File: config.mk
export PLATFORM = sky130hd
export DESIGN_NAME = pipe_ctrl
export DESIGN_NICKNAME = d
export VERILOG_FILES = /design/src/rtl/pipe_ctrl_pkg.sv /design/src/rtl/pipe_ctrl_mdu_seq.sv /design/src/rtl/pipe_ctrl.sv
export SDC_FILE = /design/constraint.sdc
export NUM_CORES = 1
export LEC_CHECK = 0
export CAP_MARGIN = 5
export CORE_ASPECT_RATIO = 1.75
export CORE_MARGIN = 2
export CORE_UTILIZATION = 39
export DETAILED_ROUTE_END_ITERATION = 8
export GPL_TIMING_DRIVEN = 0
export PLACE_DENSITY = 0.86
export SLEW_MARGIN = 30
export SYNTH_ARGS = -nofsm -noshare
export SYNTH_HDL_FRONTEND = slang
export SYNTH_HIERARCHICAL = 1
export SYNTH_SLANG_ARGS = --single-unit
File: constraint.sdc
create_clock -name clk -period 7 [get_ports clk]
set_clock_uncertainty 0.05 [all_clocks]
set_input_delay 2.1 -clock clk [delete_from_list [all_inputs] [get_ports clk]]
set_output_delay 2.1 -clock clk [all_outputs]
set_load 0.05 [all_outputs]
File: src/rtl/pipe_ctrl_pkg.sv
// Shared definitions for the pipeline hazard controller: MDU sequencer
// state encoding and the hard-wired zero register address.
package pipe_ctrl_pkg;

  typedef enum logic {
    ST_RUN = 1'b0,
    ST_MDU = 1'b1
  } mdu_state_e;

  localparam logic [4:0] REG_X0 = 5'd0;

endpackage

File: src/rtl/pipe_ctrl_mdu_seq.sv
// MDU occupancy sequencer: holds the EX stage for MDU_LAT cycles once a
// mul/div is seen in RUN, then pulses done for one cycle on the way back.
module pipe_ctrl_mdu_seq
  import pipe_ctrl_pkg::*;
#(
  parameter int MDU_LAT = 64,
  parameter int CNT_W   = $clog2(MDU_LAT)
) (
  input  logic clk,
  input  logic rst,
  input  logic start_i,
  input  logic hold_i,
  output logic busy_o,
  output logic done_o
);

  localparam logic [CNT_W-1:0] CNT_INIT = CNT_W'(MDU_LAT - 1);
  localparam logic [CNT_W-1:0] CNT_ONE  = CNT_W'(1);

  mdu_state_e       state_q, state_d;
  logic [CNT_W-1:0] cnt_q, cnt_d;

  // Next state, countdown and busy/done; a memory hold freezes everything,
  // including the done pulse so it is only ever seen once.
  always_comb begin
    state_d = state_q;
    cnt_d   = cnt_q;
    busy_o  = 1'b0;
    done_o  = 1'b0;
    case (state_q)
      ST_RUN: begin
        if (start_i) begin
          busy_o = 1'b1;
          if (!hold_i) begin
            state_d = ST_MDU;
            cnt_d   = CNT_INIT;
          end
        end
      end
      ST_MDU: begin
        if (cnt_q != '0) begin
          busy_o = 1'b1;
          if (!hold_i) begin
            cnt_d = cnt_q - CNT_ONE;
          end
        end else if (!hold_i) begin
          done_o  = 1'b1;
          state_d = ST_RUN;
        end
      end
      default: state_d = ST_RUN;
    endcase
  end

  // State and counter registers with synchronous active-low reset.
  always_ff @(posedge clk) begin
    if (!rst) begin
      state_q <= ST_RUN;
      cnt_q   <= '0;
    end else begin
      state_q <= state_d;
      cnt_q   <= cnt_d;
    end
  end

endmodule

File: src/rtl/pipe_ctrl.sv
// Hazard and sequencing controller for the 5-stage pipeline: turns memory
// wait, MDU occupancy, EX redirects and load-use hazards into stall/flush
// strobes, and counts the cycles in which the PC was held.
module pipe_ctrl
  import pipe_ctrl_pkg::*;
#(
  parameter int MDU_LAT = 64,
  parameter int CNT_W   = $clog2(MDU_LAT)
) (
  input  logic        clk,
  input  logic        rst,
  input  logic        ex_jump_en_i,
  input  logic [63:0] ex_jump_addr_i,
  input  logic        ex_mdu_start_i,
  input  logic        ex_load_i,
  input  logic [4:0]  ex_rd_addr_i,
  input  logic [4:0]  id_rs1_addr_i,
  input  logic [4:0]  id_rs2_addr_i,
  input  logic        id_rs1_used_i,
  input  logic        id_rs2_used_i,
  input  logic        mem_req_i,
  input  logic        mem_ready_i,
  output logic        stall_pc_o,
  output logic        stall_if_id_o,
  output logic        stall_id_ex_o,
  output logic        stall_ex_mem_o,
  output logic        flush_if_id_o,
  output logic        flush_id_ex_o,
  output logic        jump_en_o,
  output logic [63:0] jump_addr_o,
  output logic        mdu_done_o,
  output logic [31:0] stall_cnt_o
);

  logic        mem_hold;
  logic        mdu_busy;
  logic        mdu_done;
  logic        load_use;
  logic [31:0] stall_cnt_q, stall_cnt_d;

  assign mem_hold = mem_req_i & ~mem_ready_i;

  pipe_ctrl_mdu_seq #(
    .MDU_LAT (MDU_LAT),
    .CNT_W   (CNT_W)
  ) u_mdu_seq (
    .clk     (clk),
    .rst     (rst),
    .start_i (ex_mdu_start_i),
    .hold_i  (mem_hold),
    .busy_o  (mdu_busy),
    .done_o  (mdu_done)
  );

  // Load-use hazard: the load in EX writes a register the ID instruction reads.
  always_comb begin
    load_use = ex_load_i && (ex_rd_addr_i != REG_X0) &&
               ((id_rs1_used_i && (id_rs1_addr_i == ex_rd_addr_i)) ||
                (id_rs2_used_i && (id_rs2_addr_i == ex_rd_addr_i)));
  end

  // Priority resolution: memory wait, MDU busy, redirect, load-use, idle.
  // Everything is forced low while reset is held.
  always_comb begin
    stall_pc_o     = 1'b0;
    stall_if_id_o  = 1'b0;
    stall_id_ex_o  = 1'b0;
    stall_ex_mem_o = 1'b0;
    flush_if_id_o  = 1'b0;
    flush_id_ex_o  = 1'b0;
    jump_en_o      = 1'b0;
    jump_addr_o    = '0;
    mdu_done_o     = 1'b0;
    stall_cnt_o    = '0;
    if (rst) begin
      stall_cnt_o = stall_cnt_q;
      mdu_done_o  = mdu_done;
      if (mem_hold) begin
        stall_pc_o     = 1'b1;
        stall_if_id_o  = 1'b1;
        stall_id_ex_o  = 1'b1;
        stall_ex_mem_o = 1'b1;
      end else if (mdu_busy) begin
        stall_pc_o    = 1'b1;
        stall_if_id_o = 1'b1;
        stall_id_ex_o = 1'b1;
      end else if (ex_jump_en_i) begin
        jump_en_o     = 1'b1;
        jump_addr_o   = ex_jump_addr_i;
        flush_if_id_o = 1'b1;
        flush_id_ex_o = 1'b1;
      end else if (load_use) begin
        stall_pc_o    = 1'b1;
        stall_if_id_o = 1'b1;
        flush_id_ex_o = 1'b1;
      end
    end
  end

  // Stall-cycle counter advances on every cycle the PC is held; wraps freely.
  always_comb begin
    stall_cnt_d = stall_cnt_q;
    if (stall_pc_o) begin
      stall_cnt_d = stall_cnt_q + 32'd1;
    end
  end

  // Performance counter register with synchronous active-low reset.
  always_ff @(posedge clk) begin
    if (!rst) begin
      stall_cnt_q <= '0;
    end else begin
      stall_cnt_q <= stall_cnt_d;
    end
  end

  // A redirect and a mul/div can never legitimately sit in EX together.
  a_no_jump_with_mdu : assert property (@(posedge clk) disable iff (!rst)
    !(ex_jump_en_i && ex_mdu_start_i));

endmodule

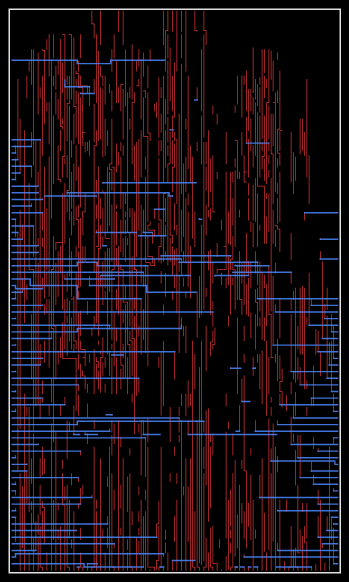
*Wiring by layer, run 1*
Only two layers are drawn.
| layer | colour | wire length |
|---|---|---|
| M2 | red | 6130 um |
| M3 | blue | 1320 um |
wirelength, routed: 11750 um
post-detailed-route wirelength per cell: 18.16 um
gr usage total: 30.21%

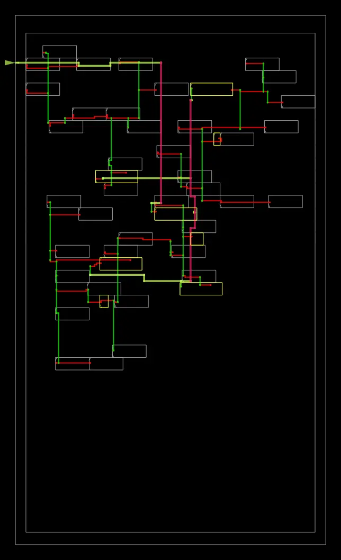
*Clock nets, run 1*
power of the clock network: 0.223 mW
clock latency at the later pin of the worst-skew pair: 0.28 ns
total number of sequential cells: 39
clock buffer count from CTS: 5
Sinks on Clock Net: 39

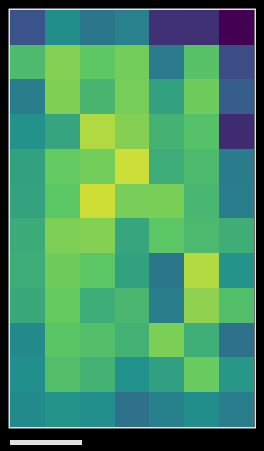
*Local utilization, run 1*
Bar = 20 um. The die is cut into 7 by 12 equal tiles; dark purple is low, yellow is high, 0 to 100% covered.
emptiest ninth of the die: top right
nearly empty tiles: 1.2%
tiles over 75% full: 25%
fullest tile: 93%
core area: 6857 um2
FP Util: 40.33%
Final Core Density: 69.56%

==> qor.txt, run 1 <==
run status - completed
synthesis warning total - 6
met3 layer wire length in the routed design - 1317 um
RSZ-0062 raised after global routing - false
worst hold path depth - 2
number of clock buffer instances in the layout - 6
met2 global-route usage - 55.62%
comb area leader - simple AND/OR/NAND/NOR gates
DRT met1 WL - 3916 um
met1 track demand over resource - 29.10%
source of the critical timing path - rst
final period demand of the worst path - 6.837 ns
hold buffer count at CTS - 0
vias per inst - 5.362
number of detailed-routing iterations run before antenna repair - 5
fraction of power consumed by combinational cells - 29.0%
count of non-filler cells in the finished layout - 647
non-clock buffer contribution to total cell area - 38.88%
OpenROAD warning count - 27
Peak supply drop - 0.1251 mV
clock network power share - 34.2%
overall die area - 7806 um2
Final clock-cell share - 2.964%
Final Hold Violation Tally - 0
register-to-register setup slack - 3.96 ns
post-synthesis share of cell area spent on xor and xnor gates - 4.118%
Clock H-tree levels - 2
post-route cell area - 4770 um2
post-route fraction of the period consumed by the critical path - 97.67%
synthesis-to-layout area growth - 72.49%
synthesized-area fraction occupied by and/or/nand/nor cells - 41.18%
pin count of the biggest net entering global routing - 14
top cell family by delay on the critical path - buffers and inverters
Gate Area - 1832 um2
Worst Path Required - 4.85 ns
share of cell area taken by multi-input logic gates - 38.41%
library cell with the largest summed area after synthesis - dfxtp_1
CP Launch Type - primary input
critical hold path startpoint - stall_cnt_q[25]$_SDFFE_PN0P_
clock tree from TritonCTS - built
### Wire density map, run 1

The die is cut into 14 by 23 equal tiles; dark purple is low, yellow is high, scaled to the fullest tile. Values are wire area over tile area, all layers added.
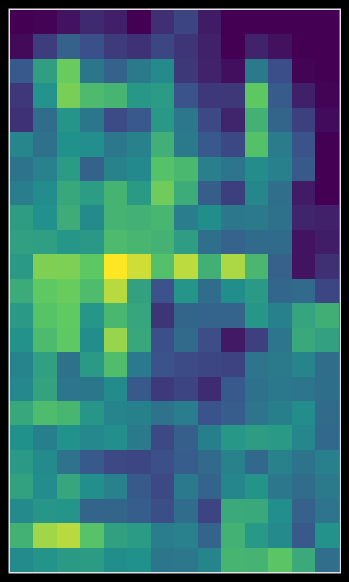

==> inputs of run 2 (changes only) <==
--- a/config.mk
+++ b/config.mk
@@ -7,9 +7,10 @@
 export LEC_CHECK = 0
 export CAP_MARGIN = 5
 export CORE_ASPECT_RATIO = 1.75
-export CORE_MARGIN = 2
+export CORE_MARGIN = 5
 export CORE_UTILIZATION = 39
 export DETAILED_ROUTE_END_ITERATION = 8
+export GPL_ROUTABILITY_DRIVEN = 0
 export GPL_TIMING_DRIVEN = 0
 export PLACE_DENSITY = 0.86
 export SLEW_MARGIN = 30
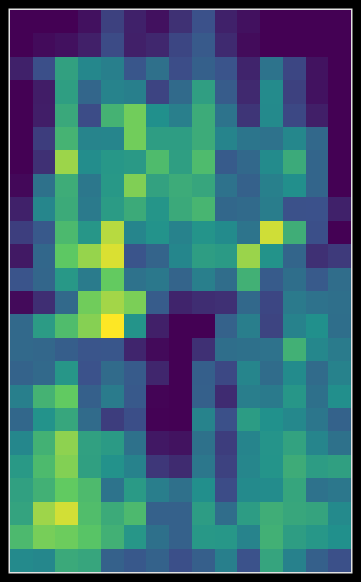
*Wire density map, run 2*
The die is cut into 15 by 24 equal tiles; dark purple is low, yellow is high, scaled to the fullest tile. Values are wire area over tile area, all layers added.
fullest tile: 0.56
densest ninth of the die: bottom left
mean over tiles: 0.21
tiles over half the peak: 31%
emptiest ninth of the die: top right
gr usage total: 25.17%
post-detailed-route wirelength per cell: 17.37 um
DR vias: 3385
wirelength, routed: 11210 um

==> qor.txt, run 2 <==
RSZ-0062 raised after global routing - false
source of the critical timing path - ex_mdu_start_i
non-clock buffer contribution to total cell area - 40.62% (+1.7 points)
final period demand of the worst path - 6.834 ns (-0.002768 ns)
OpenROAD warning count - 27 (unchanged)
maximum capacitance violations - 0
post-route fraction of the period consumed by the critical path - 97.63% (about the same)
vias per inst - 5.248 (-2.1%)
post-synthesis share of cell area spent on xor and xnor gates - 4.118% (unchanged)
hold buffer count at CTS - 0 (unchanged)
FP Util - 40.04% (-0.29 points)
post-route cell area - 4895 um2 (+2.6%)
Biggest Area Class - non-clock buffers
synthesized-area fraction occupied by and/or/nand/nor cells - 41.18% (unchanged)
share of cell area taken by multi-input logic gates - 37.42% (-0.98 points)
Gate Area - 1832 um2 (unchanged)
worst hold path depth - 2 (unchanged)
Peak supply drop - 0.1479 mV (+18%)
comb area leader - simple AND/OR/NAND/NOR gates
DRT met1 WL - 3625 um (-7.4%)
met2 global-route usage - 45.56% (-10 points)
Clock H-tree levels - 2 (unchanged)
met3 layer wire length in the routed design - 1214 um (-7.8%)
overall die area - 8940 um2 (+15%)
count of non-filler cells in the finished layout - 645 (-0.31%)
synthesis warning total - 6 (unchanged)
top cell family by delay on the critical path - buffers and inverters
run status - completed
Worst Path Required - 4.85 ns (about the same)
Final Core Density - 70.87% (+1.3 points)
core area - 6907 um2 (+0.73%)
Sinks on Clock Net - 39 (unchanged)
number of detailed-routing iterations run before antenna repair - 4 (-1)
library cell with the largest summed area after synthesis - dfxtp_1
critical hold path startpoint - stall_cnt_q[31]$_SDFFE_PN0P_
clock tree from TritonCTS - built
pin count of the biggest net entering global routing - 14 (unchanged)
clock buffer count from CTS - 5 (unchanged)
CP Launch Type - primary input
sequential element share of the synthesized area - 28.24%
Final clock-cell share - 2.710% (-0.25 points)
Final Hold Violation Tally - 0 (unchanged)
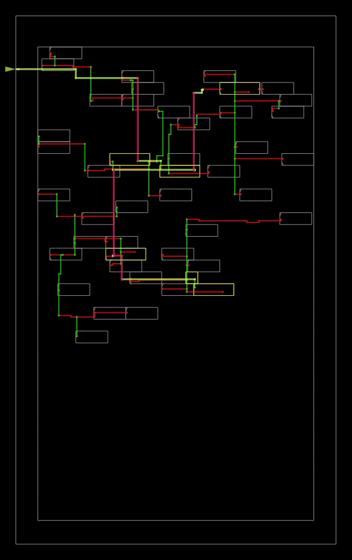
*Clock nets, run 2*
number of clock buffer instances in the layout: 5
power of the clock network: 0.216 mW

Power and IR drop assume default switching activity.
